Figure 1. Where the registers sit.
Scale: 6 px per um. Other sequential cells in the stronger grey, the rest of the logic in the fainter grey.
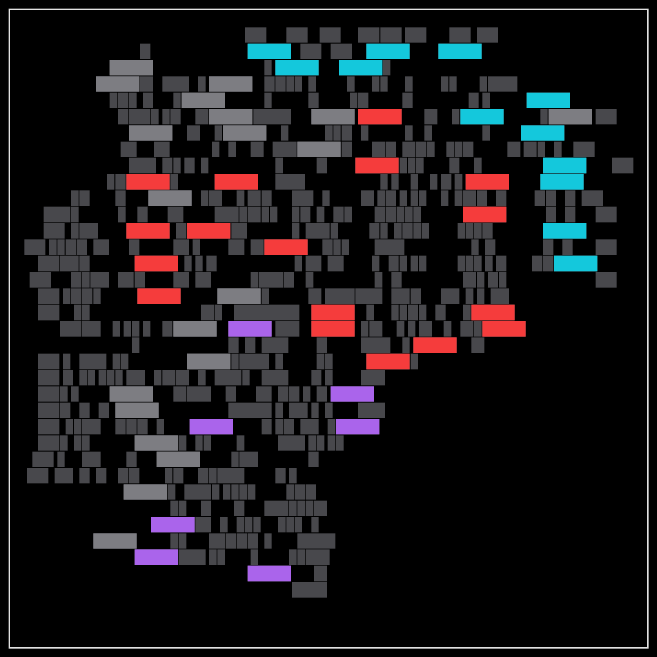
Figure 2. Cells coloured by class.
Scale: 2 px per um.
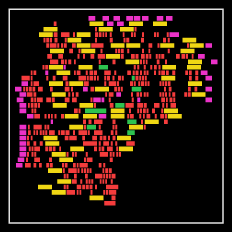
## src/rtl/sdiv_iter_if.sv

```systemverilog
// Request/result bundle for the iterative signed fixed-point divider.
interface sdiv_iter_if #(
   parameter int unsigned W1 = 7,
   parameter int unsigned W2 = 7,
   parameter int unsigned WO = 12
);
   logic          start;
   logic [W1-1:0] in1;
   logic [W2-1:0] in2;
   logic          busy;
   logic          valid;
   logic [WO-1:0] out;
   logic          ovf;
   logic          dz;

   modport master (output start, in1, in2, input busy, valid, out, ovf, dz);
   modport slave  (input start, in1, in2, output busy, valid, out, ovf, dz);
endinterface

```

## src/rtl/sdiv_iter.sv

```systemverilog
// Restoring signed fixed-point divider, one quotient bit per cycle, start/valid handshake.
// Define SDIV_SAT_EN to saturate the quotient on overflow instead of wrapping.
module sdiv_iter #(
   parameter int unsigned WI1 = 4,
   parameter int unsigned WF1 = 3,
   parameter int unsigned WI2 = 2,
   parameter int unsigned WF2 = 5,
   parameter int unsigned WIO = 4,
   parameter int unsigned WFO = 8
) (
   input  logic          CLK,
   input  logic          RST,
   sdiv_iter_if.slave    bus
);
   localparam int unsigned W1 = WI1 + WF1;
   localparam int unsigned W2 = WI2 + WF2;
   localparam int unsigned WO = WIO + WFO;
   localparam int unsigned N  = WI1 + WFO + WF2;
   localparam int unsigned SH = WFO + WF2 - WF1;
   localparam int unsigned CW = $clog2(N + 1);

   localparam logic [WO-1:0] MOST_POS = {1'b0, {(WO-1){1'b1}}};
   localparam logic [WO-1:0] MOST_NEG = {1'b1, {(WO-1){1'b0}}};
   localparam logic [31:0]   POS_LIM  = 32'(2**(WO-1) - 1);
   localparam logic [31:0]   NEG_LIM  = 32'(2**(WO-1));

   localparam logic [1:0] IDLE = 2'd0;
   localparam logic [1:0] CALC = 2'd1;
   localparam logic [1:0] DONE = 2'd2;

   logic [1:0]    state, state_nxt;
   logic [N-1:0]  nq;      // numerator bits leave at the MSB, quotient bits enter at the LSB
   logic [W2-1:0] rem;
   logic [W2-1:0] den;
   logic [CW-1:0] cnt;
   logic          neg;
   logic          neg1;

   logic [W1-1:0]    mag1_c;
   logic [W2-1:0]    mag2_c;
   logic [W2:0]      shl_c;
   logic [W2:0]      trial_c;
   logic signed [N:0] sres_c;
   logic             ovf_c;

   // Operand magnitudes; the most negative code maps onto its unsigned magnitude.
   always_comb begin
      mag1_c = bus.in1[W1-1] ? (~bus.in1 + W1'(1)) : bus.in1;
      mag2_c = bus.in2[W2-1] ? (~bus.in2 + W2'(1)) : bus.in2;
   end

   // Trial subtraction; the top bit of trial_c is the borrow.
   always_comb begin
      shl_c   = {rem, nq[N-1]};
      trial_c = shl_c - {1'b0, den};
   end

   // Signed quotient and range check, valid once all iterations are done.
   always_comb begin
      sres_c = neg ? -$signed({1'b0, nq}) : $signed({1'b0, nq});
      ovf_c  = neg ? (32'(nq) > NEG_LIM) : (32'(nq) > POS_LIM);
   end

   always_ff @(posedge CLK) begin
      if (!RST) state <= IDLE;
      else      state <= state_nxt;
   end

   always_comb begin
      state_nxt = state;
      case (state)
         IDLE:    if (bus.start) state_nxt = CALC;
         CALC:    if (cnt == CW'(1)) state_nxt = DONE;
         DONE:    state_nxt = IDLE;
         default: state_nxt = IDLE;
      endcase
   end

   // Datapath and registered outputs.
   always_ff @(posedge CLK) begin
      if (!RST) begin
         nq        <= '0;
         rem       <= '0;
         den       <= '0;
         cnt       <= '0;
         neg       <= 1'b0;
         neg1      <= 1'b0;
         bus.busy  <= 1'b0;
         bus.valid <= 1'b0;
         bus.out   <= '0;
         bus.ovf   <= 1'b0;
         bus.dz    <= 1'b0;
      end else begin
         bus.valid <= 1'b0;
         case (state)
            IDLE: begin
               if (bus.start) begin
                  nq       <= N'(mag1_c) << SH;
                  rem      <= '0;
                  den      <= mag2_c;
                  neg      <= bus.in1[W1-1] ^ bus.in2[W2-1];
                  neg1     <= bus.in1[W1-1];
                  cnt      <= CW'(N);
                  bus.busy <= 1'b1;
               end
            end
            CALC: begin
               nq  <= {nq[N-2:0], ~trial_c[W2]};
               rem <= trial_c[W2] ? shl_c[W2-1:0] : trial_c[W2-1:0];
               cnt <= cnt - CW'(1);
            end
            DONE: begin
               bus.busy  <= 1'b0;
               bus.valid <= 1'b1;
               if (den == '0) begin
                  // Quotient register holds garbage here; the code follows the dividend sign.
                  bus.out <= neg1 ? MOST_NEG : MOST_POS;
                  bus.ovf <= 1'b0;
                  bus.dz  <= 1'b1;
               end else begin
                  bus.ovf <= ovf_c;
                  bus.dz  <= 1'b0;
`ifdef SDIV_SAT_EN
                  if (ovf_c) bus.out <= neg ? MOST_NEG : MOST_POS;
                  else       bus.out <= WO'(sres_c);
`else
                  bus.out <= WO'(sres_c);
`endif
               end
            end
            default: ;
         endcase
      end
   end
endmodule

```

## src/flat_wrapper.sv

```systemverilog
// flat-port wrapper written by rule: the top's interface ports become plain ports
module sdiv_iter_flat 
#(
   parameter int unsigned WI1 = 4,
   parameter int unsigned WF1 = 3,
   parameter int unsigned WI2 = 2,
   parameter int unsigned WF2 = 5,
   parameter int unsigned WIO = 4,
   parameter int unsigned WFO = 8
)
  (CLK, RST, bus_start, bus_in1, bus_in2, bus_busy, bus_valid, bus_out, bus_ovf, bus_dz);
  sdiv_iter_if #(.W1((WI1 + WF1)), .W2((WI2 + WF2)), .WO((WIO + WFO))) bus_i ();
  input  logic CLK;
  input  logic RST;
  input wire logic [$bits(bus_i.start)-1:0] bus_start;
  input wire logic [$bits(bus_i.in1)-1:0] bus_in1;
  input wire logic [$bits(bus_i.in2)-1:0] bus_in2;
  output wire logic [$bits(bus_i.busy)-1:0] bus_busy;
  output wire logic [$bits(bus_i.valid)-1:0] bus_valid;
  output wire logic [$bits(bus_i.out)-1:0] bus_out;
  output wire logic [$bits(bus_i.ovf)-1:0] bus_ovf;
  output wire logic [$bits(bus_i.dz)-1:0] bus_dz;
  assign bus_i.start = bus_start;
  assign bus_i.in1 = bus_in1;
  assign bus_i.in2 = bus_in2;
  assign bus_busy = bus_i.busy;
  assign bus_valid = bus_i.valid;
  assign bus_out = bus_i.out;
  assign bus_ovf = bus_i.ovf;
  assign bus_dz = bus_i.dz;
  sdiv_iter #(.WI1(WI1), .WF1(WF1), .WI2(WI2), .WF2(WF2), .WIO(WIO), .WFO(WFO)) u_core (.CLK(CLK), .RST(RST), .bus(bus_i));
endmodule
```

## config.mk

```make
export PLATFORM = sky130hd
export DESIGN_NAME = sdiv_iter_flat
export DESIGN_NICKNAME = d
export VERILOG_FILES = /design/src/rtl/sdiv_iter_if.sv /design/src/rtl/sdiv_iter.sv /design/src/flat_wrapper.sv
export SDC_FILE = /design/constraint.sdc
export NUM_CORES = 1
export LEC_CHECK = 0
export ABC_AREA = 1
export ABC_CLOCK_PERIOD_IN_PS = 1970
export CAP_MARGIN = 20
export CORE_MARGIN = 2
export CORE_UTILIZATION = 30
export CTS_CLUSTER_DIAMETER = 100
export DETAILED_ROUTE_END_ITERATION = 7
export GPL_TIMING_DRIVEN = 0
export SLEW_MARGIN = 40
export SYNTH_ARGS = -nofsm -noshare
export SYNTH_HDL_FRONTEND = slang
export SYNTH_SLANG_ARGS = --single-unit
```

## constraint.sdc

```tcl
create_clock -name CLK -period 1.97 [get_ports CLK]
set_input_delay 0.394 -clock CLK [delete_from_list [all_inputs] [get_ports CLK]]
set_output_delay 0.394 -clock CLK [all_outputs]
set_load 0.05 [all_outputs]
```

==> reports/metrics.yaml <==
ys_dominant_reg_cell: "sky130_fd_sc_hd__dfxtp_1"
pin_count: 33
ys_sh_mux_pct: 0
post_cts_hold_buffer_count: 0
max-vdd-ir-drop_v: 0.000349
drive_above_1_share_pct: 8.54
tritoncts_clock_tree: "yes"
synth.net_count: 471
crit_chain: "clkdlybuf4s50_1"
core_region_area_um2: 10200
synth_stat.cells: 440
grt_pass1_vias: 2810
route.antenna.remaining_nets: 0
syn-mean-instance-area_um2: 7.12
non_clock_inverter_total_of_the_final_layout: 65
hold_viol_final: 0
number_of_enable_type_register_cells_in_the_synthesized_netlist: 0
wl_um: 7280
top_cells_by_area: "sky130_fd_sc_hd__dfxtp_1 (36%), sky130_fd_sc_hd__nand2_1 (13%), sky130_fd_sc_hd__nand3_1 (6.9%)"
n_fill_cell: 1125
drt-vias-per-instance: 4.67
crit_path_start_kind: "flip-flop"
ys.warnings.count: 0
numCtsBuffers: 5
post-route-drc-count: 0
start_point_of_the_worst_hold_path: "u_core.cnt[4]$_SDFFE_PN0P_"
layout_top_cell: "sky130_fd_sc_hd__nand2_1"
critical_setup_path_kind: "reg2out"
max_freq_mhz: 537
layout_top_cells_excl_fill_tap: "sky130_fd_sc_hd__nand2_1 (108), sky130_fd_sc_hd__inv_1 (57), sky130_fd_sc_hd__dfxtp_1 (56)"
ys_types: 38
wire_length_of_the_first_global_routing_pass_um: 12600
avgRoutedWirePerCell_um: 11.8
placed_wire_length_estimate_um: 5760
tritoncts_num_sinks: 56
initial_utilization_pct: 30.6
clock_transition_at_the_registers_of_the_reported_paths_ns: 0.11
place.port_buffers: 32
stage_log_warnings: 28
fin_worst_skew_ns: 0.0122
postSynthSeqShare_pct: 35.8
synth.most_common_cell: "sky130_fd_sc_hd__nand2_1"
logic_gates: 309
critPathRequiredTime_ns: 1.58
xor_share_pct: 3.64
clk_latency_ns: 0.31
outcome: "complete, no violations"
number_of_buffers_other_than_clock_buffers_in_the_final_layout: 42
clock_cell_area_share_pct: 3.08
via_count: 2879
worstReg2RegStart: "u_core.nq[16]$_SDFFE_PN0P_"
list_of_most_frequent_post_synthesis_cells: "sky130_fd_sc_hd__nand2_1 (108), sky130_fd_sc_hd__inv_1 (57), sky130_fd_sc_hd__dfxtp_1 (56)"
n_antenna_cell: 0
crit_buf_inv: 1
finalCriticalPeriod_ns: 1.86
gp_routability_congestion: 0.872
layout.nonclk_buf_share_pct: 10.5
logic_area_um2: 1690
logic_family: "simple AND/OR/NAND/NOR gates"
slew-limit-headroom_pct: 63.3
cellPowerDensity_nw_per_um2: 932
tapcell.inserted: 136
synthAoiAreaFrac_pct: 13.3
netlist.top_cell.by_area: "sky130_fd_sc_hd__dfxtp_1"
nets: 510
unrepaired_setup_endpoints_after_global_routing: "false"
cp_slowest_stage_delay_ns: 0.80
grt_usage_pct: 13.7
chip_area_estimate_from_yosys_synthesis_um2: 3130
timing.hold.worst.class: "reg2reg"
min_period_over_period_pct: 94.5
syn-cell-area_um2: 3130
clk_root_buffer_cell: "sky130_fd_sc_hd__clkbuf_8"
cp_max_fo: 2
postSynthCellCount: 440
layout.area.top_class: "combinational gates"
cts_max_level: 2
fp.dieArea_um2: 11300
syn2layout_area_growth_pct: 19.3
chipWidth_um: 106
maximum_number_of_pins_on_one_net_before_global_route_repair: 19
endpoint_kind: "output port"
setup-violations-final: 0
core.rowCount: 37
worst-slew-pin-transition_ns: 0.550
clk_path_buf_depth: 2
final.clkbuf_count: 5
dieHeight_um: 106
initial_antenna_violation_count: 0
tns_ns: 0
drt-pass1-iter-count: 4
ys_ff: 56
critPathSlowestCell: "sky130_fd_sc_hd__clkdlybuf4s50_1"
synth_async_sr_flop_share_pct: 0
timing.max_cap.violations: 0
synth.top_cell.area_share_pct: 35.8
Back to the opening pictures, Figure 1:
- red: `u_core.nq` (flops 17)
- purple: `u_core.rem` (flops 7)
- cyan: `u_core.bus.out` (flops 12)
FF/Latch Area: 1120 um2
Finished Core Util: 36.5%
sequential portion of the cell area: 30.0%

Back to the opening pictures, Figure 2:
- yellow: registers (cells 56; share of their area 31%)
- red: remaining logic cells (cells 374; share of their area 54%)
- magenta: remaining buffers and delay cells (cells 42; share of their area 11%)
- green: clock drivers and dummy loads (cells 8; share of their area 3.2%)

state kept, by name, summed over array words and instances (netlist names):
register / cells
u_core.rem: 7
u_core.bus.valid: 1
u_core.neg: 1
u_core.bus.ovf: 1
u_core.state: 2
u_core.bus.busy: 1
u_core.cnt: 5
u_core.nq: 17
u_core.den: 7
u_core.bus.dz: 1
u_core.bus.out: 12
u_core.neg1: 1
per-stage QoR:
stage	std cells	area [um2]	hold WS, ns	worst slack (ns)	power [mW]
after floorplan	440	3130	0.433	0.265	2.40
after global placement	608	3620	0.453	0.0994	2.70
after detailed placement	608	3620	0.458	0.0724	2.73
after CTS	616	3740	0.476	0.0561	3.51
after global routing	616	3740	0.498	0.0190	3.76
final	616	3740	0.476	0.109	3.48
report_power, final:
part           total (mW)  internal [mW]  leakage (nW)  switching, mW
combinational        1.37          0.497          1.17          0.874
sequential           1.33           1.24         0.456         0.0872
clock               0.782          0.386        0.0600          0.395
worst paths after layout:
| kind | endpoint | slack, ns | depth (start not counted) |
|---|---|---|---|
| worst max-delay path | bus_busy | 0.11 | 1 |
| worst min-delay path | u_core.cnt[4]$_SDFFE_PN0P_ | 0.48 | 1 |
| worst max register to register | u_core.rem[4]$_SDFFE_PN0P_ | 0.17 | 9 |
| worst min register to register | u_core.cnt[4]$_SDFFE_PN0P_ | 0.48 | 1 |
what timing repair did:
action                                  4_1_cts  5_1_grt
hold endpoints to repair                      0        0
endpoints found under the setup margin        0        2
resized                                       0        1
setup buffers                                 0        0
metal layers:
layer / global-route usage [%] / wire length [um]
met1: 17.4 / 3570
met2: 23.9 / 3360
met3: 1.84 / 244
met4: 4.23 / 106
met5: 0 / 0
Power and IR drop assume default switching activity.
